## src/rtl/cu_pkg.sv

```systemverilog
// rtl/cu_pkg.sv - shared types and constants for the control unit
//
// Purpose: state encoding, instruction classes, MIPS opcode/funct values,
//          ALU operation codes and small helpers used by control_unit and
//          cu_decode.
// Ports:   none (package).
package cu_pkg;

    // State code is exported on ramAddress, so the numbering is fixed.
    typedef enum logic [3:0] {
        RESET    = 4'd0,
        FETCH0   = 4'd1,
        FETCH1   = 4'd2,
        FETCH2   = 4'd3,
        DECODE   = 4'd4,
        ALU_R    = 4'd5,
        ALU_I    = 4'd6,
        MEM_ADDR = 4'd7,
        MEM_RD   = 4'd8,
        MEM_WR   = 4'd9,
        BRANCH   = 4'd10,
        INT      = 4'd11,
        TRAP     = 4'd12
    } cuState_t;

    typedef enum logic [2:0] {
        CLS_R,
        CLS_I,
        CLS_LOAD,
        CLS_STORE,
        CLS_BRANCH,
        CLS_ILLEGAL
    } instrClass_t;

    localparam logic [5:0] OP_RTYPE = 6'h00;
    localparam logic [5:0] OP_BEQ   = 6'h04;
    localparam logic [5:0] OP_BNE   = 6'h05;
    localparam logic [5:0] OP_BLEZ  = 6'h06;
    localparam logic [5:0] OP_BGTZ  = 6'h07;
    localparam logic [5:0] OP_ADDI  = 6'h08;
    localparam logic [5:0] OP_SLTI  = 6'h0A;
    localparam logic [5:0] OP_ANDI  = 6'h0C;
    localparam logic [5:0] OP_ORI   = 6'h0D;
    localparam logic [5:0] OP_XORI  = 6'h0E;
    localparam logic [5:0] OP_LB    = 6'h20;
    localparam logic [5:0] OP_LH    = 6'h21;
    localparam logic [5:0] OP_LW    = 6'h23;
    localparam logic [5:0] OP_SB    = 6'h28;
    localparam logic [5:0] OP_SH    = 6'h29;
    localparam logic [5:0] OP_SW    = 6'h2B;

    localparam logic [5:0] FN_SLL   = 6'h00;
    localparam logic [5:0] FN_SRL   = 6'h02;
    localparam logic [5:0] FN_SRA   = 6'h03;
    localparam logic [5:0] FN_MULT  = 6'h18;
    localparam logic [5:0] FN_MULTU = 6'h19;
    localparam logic [5:0] FN_DIV   = 6'h1A;
    localparam logic [5:0] FN_DIVU  = 6'h1B;
    localparam logic [5:0] FN_ADD   = 6'h20;
    localparam logic [5:0] FN_SUB   = 6'h22;
    localparam logic [5:0] FN_AND   = 6'h24;
    localparam logic [5:0] FN_OR    = 6'h25;
    localparam logic [5:0] FN_XOR   = 6'h26;
    localparam logic [5:0] FN_NOR   = 6'h27;
    localparam logic [5:0] FN_SLT   = 6'h2A;

    localparam logic [3:0] ALU_ADD   = 4'b0000;
    localparam logic [3:0] ALU_SUB   = 4'b0001;
    localparam logic [3:0] ALU_AND   = 4'b0010;
    localparam logic [3:0] ALU_OR    = 4'b0011;
    localparam logic [3:0] ALU_XOR   = 4'b0100;
    localparam logic [3:0] ALU_NOR   = 4'b0101;
    localparam logic [3:0] ALU_SLT   = 4'b0110;
    localparam logic [3:0] ALU_SLL   = 4'b0111;
    localparam logic [3:0] ALU_SRL   = 4'b1000;
    localparam logic [3:0] ALU_SRA   = 4'b1001;
    localparam logic [3:0] ALU_PASSB = 4'b1010;

    // lw has opcode[1:0]=11 but the RAM encodes a word as 10.
    function automatic logic [1:0] memSize(input logic [5:0] opcode);
        return (opcode[1:0] == 2'b11) ? 2'b10 : opcode[1:0];
    endfunction

    // flags = {Z,N,C,V} from RS-RT; blez/bgtz compare RS against R0.
    function automatic logic branchTaken(input logic [1:0] cond, input logic [3:0] flags);
        logic lessThan;
        lessThan = flags[2] ^ flags[0];
        case (cond)
            2'b00:   return flags[3];
            2'b01:   return ~flags[3];
            2'b10:   return flags[3] | lessThan;
            default: return ~flags[3] & ~lessThan;
        endcase
    endfunction

endpackage

```

## src/rtl/cu_decode.sv

```systemverilog
// rtl/cu_decode.sv - combinational opcode/funct classifier and ALU op select
//
// Purpose: maps the instruction opcode and funct fields to an instruction
//          class plus the ALU controls the execute states need.
// Ports:   opcode, funct      in  instruction fields
//          instrClass         out R / I / load / store / branch / illegal
//          aluOp, aluSigned   out ALU operation and signedness
//          zeroExt            out immediate is zero-extended (logical imm ops)
//          regWrite           out R-type funct writes the register file
//          mulDiv             out R-type funct loads HI/LO
module cu_decode
    import cu_pkg::*;
(
    input  logic [5:0]  opcode,
    input  logic [5:0]  funct,
    output instrClass_t instrClass,
    output logic [3:0]  aluOp,
    output logic        aluSigned,
    output logic        zeroExt,
    output logic        regWrite,
    output logic        mulDiv
);

    always_comb begin
        instrClass = CLS_ILLEGAL;
        aluOp      = ALU_ADD;
        aluSigned  = 1'b0;
        zeroExt    = 1'b0;
        regWrite   = 1'b0;
        mulDiv     = 1'b0;
        case (opcode)
            OP_RTYPE: begin
                instrClass = CLS_R;
                regWrite   = 1'b1;
                case (funct)
                    FN_ADD:  begin aluOp = ALU_ADD; aluSigned = 1'b1; end
                    FN_SUB:  begin aluOp = ALU_SUB; aluSigned = 1'b1; end
                    FN_AND:  aluOp = ALU_AND;
                    FN_OR:   aluOp = ALU_OR;
                    FN_XOR:  aluOp = ALU_XOR;
                    FN_NOR:  aluOp = ALU_NOR;
                    FN_SLT:  begin aluOp = ALU_SLT; aluSigned = 1'b1; end
                    FN_SLL:  aluOp = ALU_SLL;
                    FN_SRL:  aluOp = ALU_SRL;
                    FN_SRA:  aluOp = ALU_SRA;
                    FN_MULT, FN_MULTU, FN_DIV, FN_DIVU: begin
                        mulDiv    = 1'b1;
                        regWrite  = 1'b0;
                        aluSigned = ~funct[0];
                    end
                    // Unknown funct: execute as a no-op, nothing written.
                    default: regWrite = 1'b0;
                endcase
            end
            OP_ADDI: begin instrClass = CLS_I; aluOp = ALU_ADD; aluSigned = 1'b1; end
            OP_SLTI: begin instrClass = CLS_I; aluOp = ALU_SLT; aluSigned = 1'b1; end
            OP_ANDI: begin instrClass = CLS_I; aluOp = ALU_AND; zeroExt = 1'b1; end
            OP_ORI:  begin instrClass = CLS_I; aluOp = ALU_OR;  zeroExt = 1'b1; end
            OP_XORI: begin instrClass = CLS_I; aluOp = ALU_XOR; zeroExt = 1'b1; end
            OP_LB, OP_LH, OP_LW: instrClass = CLS_LOAD;
            OP_SB, OP_SH, OP_SW: instrClass = CLS_STORE;
            OP_BEQ, OP_BNE, OP_BLEZ, OP_BGTZ: begin
                instrClass = CLS_BRANCH;
                aluOp      = ALU_SUB;
                aluSigned  = 1'b1;
            end
            default: instrClass = CLS_ILLEGAL;
        endcase
    end

endmodule

```

## src/rtl/control_unit.sv

```systemverilog
// rtl/control_unit.sv - multi-cycle MIPS-style control FSM
//
// Purpose: Moore-style sequencer for fetch/decode/execute with RAM handshake
//          (ramMFA/ramMFC), branch resolution from ALU flags and trap vectoring.
//          Define CU_INTERRUPT_EN to let FETCH0 divert to INT on an interrupt.
// Ports:   Clk, reset (async, active-low), instruction, aluCarryFlags {Z,N,C,V},
//          ramMFC, hardwareInterrupt, maskableInterrupt      in
//          cmpsignal, trapMux, clearPC, signExtend, regFileRW, regFileRS/RT/RD,
//          aluSign, aluOperation, ramDataSize, ramMFA, ramRW, ramAddress,
//          pcEnable, irEnable, marEnable, mdrEnable,
//          muxSignals, muxSignals2, muxSignals3                out
module control_unit
    import cu_pkg::*;
(
    input  logic        Clk,
    input  logic        reset,
    input  logic [31:0] instruction,
    input  logic [3:0]  aluCarryFlags,
    input  logic        ramMFC,
    input  logic        hardwareInterrupt,
    input  logic        maskableInterrupt,
    output logic [2:0]  cmpsignal,
    output logic        trapMux,
    output logic        clearPC,
    output logic        signExtend,
    output logic        regFileRW,
    output logic [4:0]  regFileRS,
    output logic [4:0]  regFileRT,
    output logic [4:0]  regFileRD,
    output logic [1:0]  aluSign,
    output logic [3:0]  aluOperation,
    output logic [1:0]  ramDataSize,
    output logic        ramMFA,
    output logic        ramRW,
    output logic [8:0]  ramAddress,
    output logic        pcEnable,
    output logic        irEnable,
    output logic        marEnable,
    output logic        mdrEnable,
    output logic [1:0]  muxSignals,
    output logic        muxSignals2,
    output logic [1:0]  muxSignals3
);

    cuState_t    state, nextState;
    instrClass_t instrClass;
    logic [3:0]  aluOp;
    logic        aluSigned, zeroExt, regWrite, mulDiv;
    logic [5:0]  opcode;

    assign opcode = instruction[31:26];

    cu_decode decodeInst (
        .opcode     (opcode),
        .funct      (instruction[5:0]),
        .instrClass (instrClass),
        .aluOp      (aluOp),
        .aluSigned  (aluSigned),
        .zeroExt    (zeroExt),
        .regWrite   (regWrite),
        .mulDiv     (mulDiv)
    );

    // I-type instructions put their destination (rt) on the RD select.
    assign regFileRS  = instruction[25:21];
    assign regFileRT  = instruction[20:16];
    assign regFileRD  = (opcode == OP_RTYPE) ? instruction[15:11] : instruction[20:16];
    assign ramAddress = {5'b0, state};

    // shamt is consumed by the datapath directly; carry plays no part in branches.
    logic unusedBits;
`ifdef CU_INTERRUPT_EN
    assign unusedBits = ^{instruction[10:6], aluCarryFlags[1]};
`else
    assign unusedBits = ^{instruction[10:6], aluCarryFlags[1], hardwareInterrupt, maskableInterrupt};
`endif

    always_ff @(posedge Clk or negedge reset) begin
        if (!reset) state <= RESET;
        else        state <= nextState;
    end

    always_comb begin
        nextState    = state;
        cmpsignal    = 3'b000;
        trapMux      = 1'b0;
        clearPC      = 1'b0;
        signExtend   = 1'b0;
        regFileRW    = 1'b0;
        aluSign      = 2'b00;
        aluOperation = ALU_ADD;
        ramDataSize  = 2'b00;
        ramMFA       = 1'b0;
        ramRW        = 1'b0;
        pcEnable     = 1'b0;
        irEnable     = 1'b0;
        marEnable    = 1'b0;
        mdrEnable    = 1'b0;
        muxSignals   = 2'b00;
        muxSignals2  = 1'b0;
        muxSignals3  = 2'b00;
        case (state)
            RESET: begin
                clearPC   = 1'b1;
                nextState = FETCH0;
            end
            FETCH0: begin
                // MAR <- PC and PC <- PC+4 through the ALU in the same cycle.
                marEnable  = 1'b1;
                muxSignals = 2'b10;
                pcEnable   = 1'b1;
                nextState  = FETCH1;
`ifdef CU_INTERRUPT_EN
                // Both sources share the one vector; hardware is tested first.
                if (hardwareInterrupt)      nextState = INT;
                else if (maskableInterrupt) nextState = INT;
`endif
            end
            FETCH1: begin
                ramMFA      = 1'b1;
                ramRW       = 1'b1;
                ramDataSize = 2'b10;
                if (ramMFC) nextState = FETCH2;
            end
            FETCH2: begin
                irEnable  = 1'b1;
                nextState = DECODE;
            end
            DECODE: begin
                case (instrClass)
                    CLS_R:                 nextState = ALU_R;
                    CLS_I:                 nextState = ALU_I;
                    CLS_LOAD, CLS_STORE:   nextState = MEM_ADDR;
                    CLS_BRANCH:            nextState = BRANCH;
                    default:               nextState = TRAP;
                endcase
            end
            ALU_R: begin
                aluOperation = aluOp;
                aluSign      = {1'b0, aluSigned};
                regFileRW    = regWrite;
                muxSignals3  = mulDiv ? 2'b11 : 2'b00;
                nextState    = FETCH0;
            end
            ALU_I: begin
                aluOperation = aluOp;
                aluSign      = {1'b0, aluSigned};
                muxSignals   = 2'b01;
                regFileRW    = 1'b1;
                signExtend   = ~zeroExt;
                nextState    = FETCH0;
            end
            MEM_ADDR: begin
                muxSignals = 2'b01;
                signExtend = 1'b1;
                marEnable  = 1'b1;
                nextState  = (instrClass == CLS_LOAD) ? MEM_RD : MEM_WR;
            end
            MEM_RD: begin
                ramMFA      = 1'b1;
                ramRW       = 1'b1;
                ramDataSize = memSize(opcode);
                muxSignals2 = 1'b1;
                // MDR and the register file capture only once the data is valid.
                mdrEnable   = ramMFC;
                regFileRW   = ramMFC;
                if (ramMFC) nextState = FETCH0;
            end
            MEM_WR: begin
                ramMFA      = 1'b1;
                ramDataSize = memSize(opcode);
                if (ramMFC) nextState = FETCH0;
            end
            BRANCH: begin
                aluOperation = ALU_SUB;
                aluSign      = 2'b01;
                cmpsignal    = {1'b0, opcode[1:0]};
                pcEnable     = branchTaken(opcode[1:0], aluCarryFlags);
                nextState    = FETCH0;
            end
            INT, TRAP: begin
                trapMux   = 1'b1;
                pcEnable  = 1'b1;
                nextState = FETCH0;
            end
            default: nextState = RESET;
        endcase
    end

endmodule

```

## config.mk

```make
export PLATFORM = sky130hd
export DESIGN_NAME = control_unit
export DESIGN_NICKNAME = d
export VERILOG_FILES = /design/src/rtl/cu_pkg.sv /design/src/rtl/cu_decode.sv /design/src/rtl/control_unit.sv
export SDC_FILE = /design/constraint.sdc
export NUM_CORES = 1
export LEC_CHECK = 0
export ABC_AREA = 1
export CAP_MARGIN = 40
export CORE_ASPECT_RATIO = 0.7
export CORE_MARGIN = 4
export CORE_UTILIZATION = 29
export CTS_BUF_LIST = sky130_fd_sc_hd__clkbuf_16
export DETAILED_ROUTE_END_ITERATION = 10
export PLACE_DENSITY = 0.86
export SETUP_SLACK_MARGIN = 0.3
export SYNTH_ARGS = -nofsm -noshare
export SYNTH_HDL_FRONTEND = slang
export SYNTH_SLANG_ARGS = --single-unit
export TNS_END_PERCENT = 30
```

## constraint.sdc

```tcl
create_clock -name Clk -period 1.84 [get_ports Clk]
set_input_delay 0.552 -clock Clk [delete_from_list [all_inputs] [get_ports Clk]]
set_output_delay 0.552 -clock Clk [all_outputs]
set_load 0.02 [all_outputs]
```

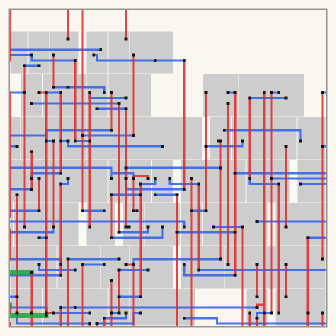
**Above:** run 1 (zoomed window).
Region (49, 33) to (69, 53) µm. Cells in gray, sequential cells in the stronger gray; small squares are vias.
[red] met2
[green] met3
[blue] met1
cells with their middle in the window: 42
most frequent: buf_4 (8), nand2_1 (6), buf_6 (5)
sequential cells in the window: 0

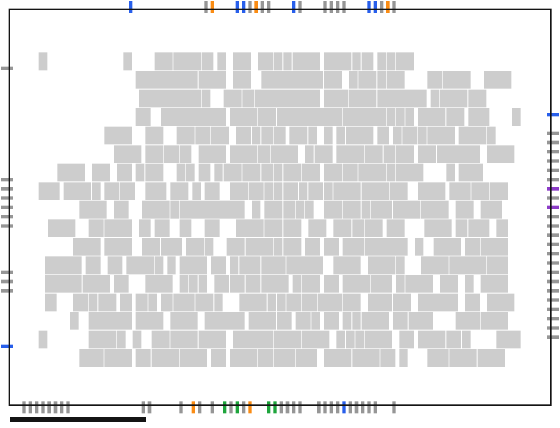
**Above:** run 1 (pin map).
Bar = 20 µm. Pins as bars across the die edge, other pins in gray.
[orange] regFileRS | pins: 5 | direction: output | edge: 3 north, 2 south
[purple] ramDataSize | pins: 2 | direction: output | edge: east
[green] aluOperation | pins: 4 | direction: output | edge: south
[blue] ramAddress | pins: 9 | direction: output | edge: 6 north, 1 east, 1 west, 1 south
all pins by edge: 36 south, 24 east, 20 north, 11 west

==> GITHUB_STEP_SUMMARY, run 1 <==
## Synthesis and layout report

| Metric | Value |
|---|---|
| Status | complete, but fails checks |
| Failing checks | negative setup slack |
| IO Count | 91 |
| Top logic family | simple AND/OR/NAND/NOR gates |
| Minimum clock period | 2.060 ns |
| M1 GR Usage | 23.43% |
| Final period util | 112.0% |
| FFs w/ async S/R, synth | 100.0% |
| Wire per inst | 14.08 µm |
| Largest Register | state |
| Fmax | 0.4853 GHz |
| Pin count of the biggest net entering global routing | 8 |
| Reg-to-reg slack, setup | 0.28 ns |
| Post-synthesis sequential area ratio | 9.721% |
| End of the critical path | aluOperation[2] |
| Layer carrying the most global-route usage | met2 |
| Routed length on met2 | 2.667 mm |
| Crit path launch | instruction[2] |
| Top cells by count | nand2_1, nor2_1, inv_1 |
| CP Data Arrival Time | 1.51 ns |
| Power density over the cells | 1006 nW/µm² |
| Pleak | 1.311 nW |
| Multiplexer share | 0% |
| Total Wirelength | 4.986 mm |
| Top-count cell post-synth | nand2_1 |
| Critical path type | primary input to primary output |
| H-tree levels | 1 |
| Clk_skew | 0.00007151 ns |
| IO Port Bufs | 65 |
| Vert. Die Dim | 57.86 µm |
| Synth cell types | 25 |
| Startpoint Class | primary input |
| First-pass GRT wire length | 7.141 mm |
| Adder Area Share | 0% |
| WP depth | 9 |
| Yosys Instances | 197 |
| Register clock-pin slew on the reported worst setup and hold paths | 0.03 ns |
| Simple-Gate Area Share | 56.01% |
| Vias in the first global route | 1581 |
| Top cells by area | nand2_1, buf_4, dfrtp_1 |
| AO/OA Area Share | 9.113% |
| Syn. warnings | 0 |
| Synth Instances | 197 |
| Commonest flop | dfrtp_1 |
| Met2 Use GR | 36.93% |
| Worst R2R End | state[0]$_DFFE_PN0P_ |
| Final setup TNS | -3.689 ns |
| Final hold viol count | 0 |
| Max Transition Viols Final | 0 |
| Largest register FFs | 4 |
| CP delay by family, top | simple AND/OR/NAND/NOR gates |
| Ant diodes | 0 |
| Registers, synthesis | 4 |
| Area fraction in xor and xnor cells | 0% |
| Row count | 17 |
| Hold WS | 0.5469 ns |
| Post-Place Cells | 343 |
| Chip Area | 4583 µm² |
| Max_cap viols | 0 |
| Share of cells above drive strength 1 | 69.38% |
| Worst setup EP type | primary output |
| Met3 usage | 4.193% |
| Die W | 79.22 µm |
| Peak fanout along the critical path | 3 |
| Worst Reg-to-Reg Cells | 11 |
| CTS tree | yes |
| Synthesized area per cell | 5.227 µm² |
| Util after Layout | 77.50% |
| Floorplan utilization | 31.44% |
| Hold Buf Count CTS | 0 |
| Maximum VDD drop | 942.8 µV |
| Yosys stat area | 1030 µm² |
| Iteration-0 DRC Markers | 93 |
| Max-area cell share | 22.60% |
| CTS Buf Count | 3 |
| Clk sinks | 4 |
| Final cell count without fillers | 354 |
| Worst endpoint required time | 1.29 ns |
| Type of the worst min-delay path | primary input to asynchronous set/reset pin |
| Initial antenna violation count | 0 |
| Final ANT Viol Nets | 0 |
| Met3 wire len | 340 µm |
| Total number of vias | 1653 |
| Final net count | 350 |
| Drt drc | 0 |
| Clk latency late pin | 0.22 ns |
| Mapped cell area | 1030 µm² |
| Worst stage delay on the critical path | 0.14 ns |
| Critical path buffers and inverters | 2 |
| Worst r2r src | state[3]$_DFFE_PN0P_ |
| Area grow syn2layout | 146.5% |
| Cells along the critical path | buf_8 -> nor2_4 -> nand2_2 -> nor2_4 -> nor2_2 -> o21ai_2 -> nand2_2 -> a21oi_4 -> buf_6 |
| Post-DP HPWL | 3.218 mm |
| Clock Tree Buf Depth | 2 |
| Clk root buf | clkbuf_16 |
| Worst Slack Setup Final | -0.2204 ns |
| Drt first pass iters | 5 |
| Placer congestion estimate | 0.8789 |
| Tool warning count | 37 |
| Core box area | 3276 µm² |
| Finish-stage setup viols | 27 |
| WL met1 | 1.959 mm |
| Post-synth top area cell | nand2_1 |
| Global Route Usage Sum | 19.34% |
| DR top layer | met4 |
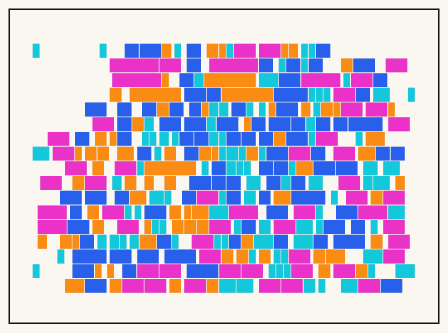
**Above:** run 1 (sizing map).
[magenta] drive 6 and up | cells: 54 | share: 18%
[blue] drive 3 to 4 | cells: 87 | share: 28%
[orange] drive 2 | cells: 72 | share: 23%
[cyan] drive 1 or less | cells: 94 | share: 31%

==> run 1: repair_timing <==
action / CTS / global route
gates resized: 345 / 49
buffers inserted: 5 / 3
pin swaps: 41 / 23
setup endpoints to repair: 42 / 31
==> run 1: where the power goes <==
part	internal, W	total [W]	switching [W]	leakage, nW
registers	0.000136	0.000219	0.0000823	0.0459
logic	0.000945	0.00200	0.00106	1.23
clock network	0.000277	0.000334	0.0000568	0.0370
==> run 1: cell families after synthesis <==
group / after synthesis
other cells: 1
compound gates: 15
buf+inv: 49
simple gates: 128
flops: 4
==> run 1: placed cells by master (no fill, tap or decap), types with 2 or more instances in the layout <==
| master | n |
|---|---|
| o21ai_1 | 3 |
| buf_2 | 6 |
| buf_4 | 48 |
| clkbuf_16 | 3 |
| a21oi_2 | 2 |
| nor3_4 | 2 |
| clkdlybuf4s50_1 | 6 |
| dfrtp_2 | 4 |
| nor2_1 | 4 |
| buf_6 | 46 |
| inv_4 | 4 |
| dlygate4sd2_1 | 9 |
| nand2_1 | 36 |
| buf_8 | 4 |
| inv_2 | 16 |
| nor2_2 | 10 |
| nand3_4 | 4 |
| nor2_4 | 21 |
| nand4_1 | 4 |
| nand2_4 | 5 |
| conb_1 | 7 |
| nand3_1 | 11 |
| nand2_2 | 26 |
| inv_1 | 9 |
| o21ai_2 | 5 |
| nand3_2 | 2 |
==> run 1: area by class of cell <==
cell class / count / area, µm²
clock buffers: 3 / 75.07
fillers: 237 / 737.0
inverters: 30 / 126.4
multi-input cells: 150 / 1046
flip-flops and latches: 4 / 105.1
well taps: 47 / 58.81
repair buffers: 120 / 1127
==> run 1: stage by stage <==
step	area, µm²	total power (W)
after floorplan	1175	0.001027
after global routing	2539	0.002679
after global placement	2087	0.001863
final	2539	0.002553
after CTS	2394	0.002303
after detailed placement	2087	0.001881
==> inputs of run 2 (changes only) <==
--- a/config.mk
+++ b/config.mk
@@ -14,6 +14,7 @@
 export DETAILED_ROUTE_END_ITERATION = 10
 export PLACE_DENSITY = 0.86
 export SETUP_SLACK_MARGIN = 0.3
+export SKIP_LAST_GASP = 1
 export SYNTH_ARGS = -nofsm -noshare
 export SYNTH_HDL_FRONTEND = slang
 export SYNTH_SLANG_ARGS = --single-unit
==> GITHUB_STEP_SUMMARY, run 2 <==
## Synthesis and layout report

| Metric | Value |
|---|---|
| Registers, synthesis | 4 |
| Synth Instances | 197 |
| IO Count | 91 |
| CTS tree | yes |
| Max Transition Viols Final | 0 |
| Total combinational power | 0.00194 W |
| Peak fanout along the critical path | 3 |
| Failing checks | negative setup slack |
| Switching Power | 0.001198 W |
| Minimum clock period | 2.062 ns |
| IO Port Bufs | 65 |
| Total Wirelength | 5.002 mm |
| Int Pwr | 0.001311 W |
| Tool warning count | 37 |
| Wire per inst | 14.01 µm |
| Pwr top | combinational logic |
| Post-synthesis sequential area ratio | 9.721% |
| Final setup TNS | -5.183 ns |
| Commonest Layout Cell | buf_4 |
| Hold Buf Count CTS | 0 |
| Clk_skew | 0.001256 ns |
| Worst endpoint required time | 1.29 ns |
| Placed instance area | 2087 µm² |
| Finish-stage setup viols | 38 |
| Critical path buffers and inverters | 3 |
| Drt first pass iters | 6 |
| Worst Slack Setup Final | -0.2223 ns |
| Worst stage delay on the critical path | 0.14 ns |
| Global Route Usage Sum | 18.55% |
| Share of cells above drive strength 1 | 63.55% |
| WL met1 | 2.003 mm |
| Initial antenna violation count | 0 |
| Clk pwr share | 13.6% |
| Drt drc | 0 |
| Top-count cell post-synth | nand2_1 |
| FFs w/ async S/R, synth | 100.0% |
| Pin count of the biggest net entering global routing | 8 |
| Commonest flop | dfrtp_1 |
| GRT overflow | 0 |
| Mapped cell area | 1030 µm² |
| Flop pwr share | 9.2% |
| Worst path most repeated cell | nand2_1 |
| Core box area | 3276 µm² |
| CTS Buf Count | 3 |
| Post-DP HPWL | 3.218 mm |
| DR top layer | met4 |
| Filler cell count | 256 |
| Clk root buf | clkbuf_16 |
| Largest registers | state: 4 flops |
| Row count | 17 |
| Clk sinks | 4 |
| Cells along the critical path | buf_8 -> inv_1 -> nor2_2 -> nand2_1 -> nand2_1 -> nand2_1 -> nand2_1 -> nand2_1 -> nand2_1 -> nand2_1 -> nand2_2 -> buf_6 |
| Max_cap viols | 0 |
| Yosys stat area | 1030 µm² |
| Vert. Die Dim | 57.86 µm |
| Design area | 2474 µm² |
| Logic pwr share | 77.2% |
| Worst setup EP type | primary output |
| Met2 Use GR | 33.21% |
| Layer carrying the most global-route usage | met2 |
| Synthesized area per cell | 5.227 µm² |
| Seq group | 0.000231 W |
| Status | complete, but fails checks |
| Syn. warnings | 0 |
| Maximum VDD drop | 901.7 µV |
| FF+latch area | 105.1 µm² |
| Clock Tree Buf Depth | 2 |
| Met3 wire len | 419 µm |
| Vias in the first global route | 1578 |
| CP Data Arrival Time | 1.51 ns |
| Top cells by count | nand2_1, nor2_1, inv_1 |
| Chip Area | 4583 µm² |
| Met3 usage | 4.658% |
| Final net count | 353 |
| First-pass GRT wire length | 6.900 mm |
| M1 GR Usage | 22.87% |
| Top cells by area | nand2_1, buf_4, dfrtp_1 |
| Max-area cell share | 22.60% |
| Largest register FFs | 4 |
| Util after Layout | 75.52% |
| Final ANT Viol Nets | 0 |
| Die W | 79.22 µm |
| Startpoint Class | primary input |
| Synth cell types | 25 |
| Clk latency late pin | 0.22 ns |
| RSZ-0062 raised after global routing | yes |
| Power density over the cells | 1014 nW/µm² |
| Pleak | 1.284 nW |
| Iteration-0 DRC Markers | 88 |
| Largest Register | state |
| Yosys Instances | 197 |
| Sw Share | 47.75% |
| Ant diodes | 0 |
| Final hold viol count | 0 |
| Total power draw | 0.002508 W |
| H-tree levels | 1 |
| Most frequent cells in the layout | buf_4, nand2_1, buf_6 |
| Type of the worst min-delay path | primary input to asynchronous set/reset pin |
| Floorplan utilization | 31.44% |
| Area grow syn2layout | 140.2% |
| Fmax | 0.4849 GHz |
| Combinational gate area | 1008 µm² |
| Total number of vias | 1739 |
| Post-synth top area cell | nand2_1 |
| DR vias/cell | 4.871 |
| CP delay by family, top | simple AND/OR/NAND/NOR gates |
| Placer congestion estimate | 0.8789 |
| Slowest-stage cell, CP | nor2_2 |
| Critical path type | primary input to primary output |
| Clock-net power | 0.000341 W |
| Register clock-pin slew on the reported worst setup and hold paths | 0.03 ns |
| Post-synth EDFFs | 0 |
| Hold WS | 0.5480 ns |
| Routed length on met2 | 2.466 mm |
| Final period util | 112.1% |
run 2: cell counts after synthesis:
No cell type changed its count.
run 2: final timing paths:
| kind | start | end | slack (ns) | cells past startpoint |
|---|---|---|---|---|
| worst max-delay path | instruction[2] | aluOperation[0] | -0.22 | 12 |
| worst min-delay path | reset | state[2]$_DFFE_PN0P_ | 0.55 | 1 |
| worst max register to register | state[0]$_DFFE_PN0P_ | state[0]$_DFFE_PN0P_ | 0.32 | 10 |
| worst min register to register | state[0]$_DFFE_PN0P_ | state[0]$_DFFE_PN0P_ | 0.66 | 2 |
| max in group asynchronous | reset | state[0]$_DFFE_PN0P_ | 1.09 | 1 |
| min in group Clk | state[0]$_DFFE_PN0P_ | state[0]$_DFFE_PN0P_ | 0.66 | 2 |
run 2: what timing repair did:
item	CTS	global route
buffers inserted	5	6
setup endpoints to repair	42	40
gates resized	267	45
pin swaps	38	18
run 2: cell families after synthesis:
family          share of synthesized area, %
flops                                  9.721
simple gates                           56.01
buf+inv                                24.79
other cells                           0.3642
compound gates                         9.114
run 2: worst register-to-register path, cell delays in order (launching register included):
cell and delay [ns]:
dfrtp_2 0.46, buf_6 0.16, nand2_4 0.06, inv_1 0.05, nand2_1 0.07, nand2_2 0.08
buf_4 0.14, nor2_1 0.13, nand4_1 0.13, nand2_1 0.08, nand2_1 0.04
run 2: area by class of cell:
| class | instances | share of cell area, % |
|---|---|---|
| tap | 47 | 2.377 |
| clock buffer | 3 | 3.035 |
| multi-input combinational | 150 | 40.77 |
| inverter | 30 | 5.008 |
| sequential | 4 | 4.249 |
| timing repair buffer | 123 | 44.56 |
run 2: stage by stage:
step	instances	setup WS, ns
floorplan	203	-0.02876
global placement	343	-1.123
detailed placement	343	-1.156
CTS	351	-0.1602
global route	357	-0.2791
finish	357	-0.2223
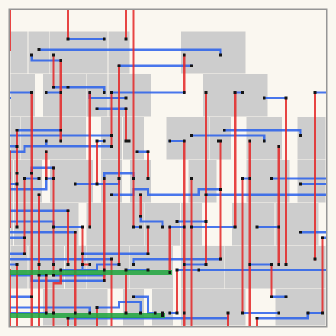
**Above:** run 2 (zoomed window).
Region (49, 33) to (69, 53) µm. Cells in gray, sequential cells in the stronger gray; small squares are vias.
[red] met2
[blue] met1
[green] met3
sequential cells in the window: 0
most frequent: buf_4 (11), nor2_4 (5), nand2_1 (5)
cells with their middle in the window: 39

No activity file was given, so power comes from the tool's default toggle rates.
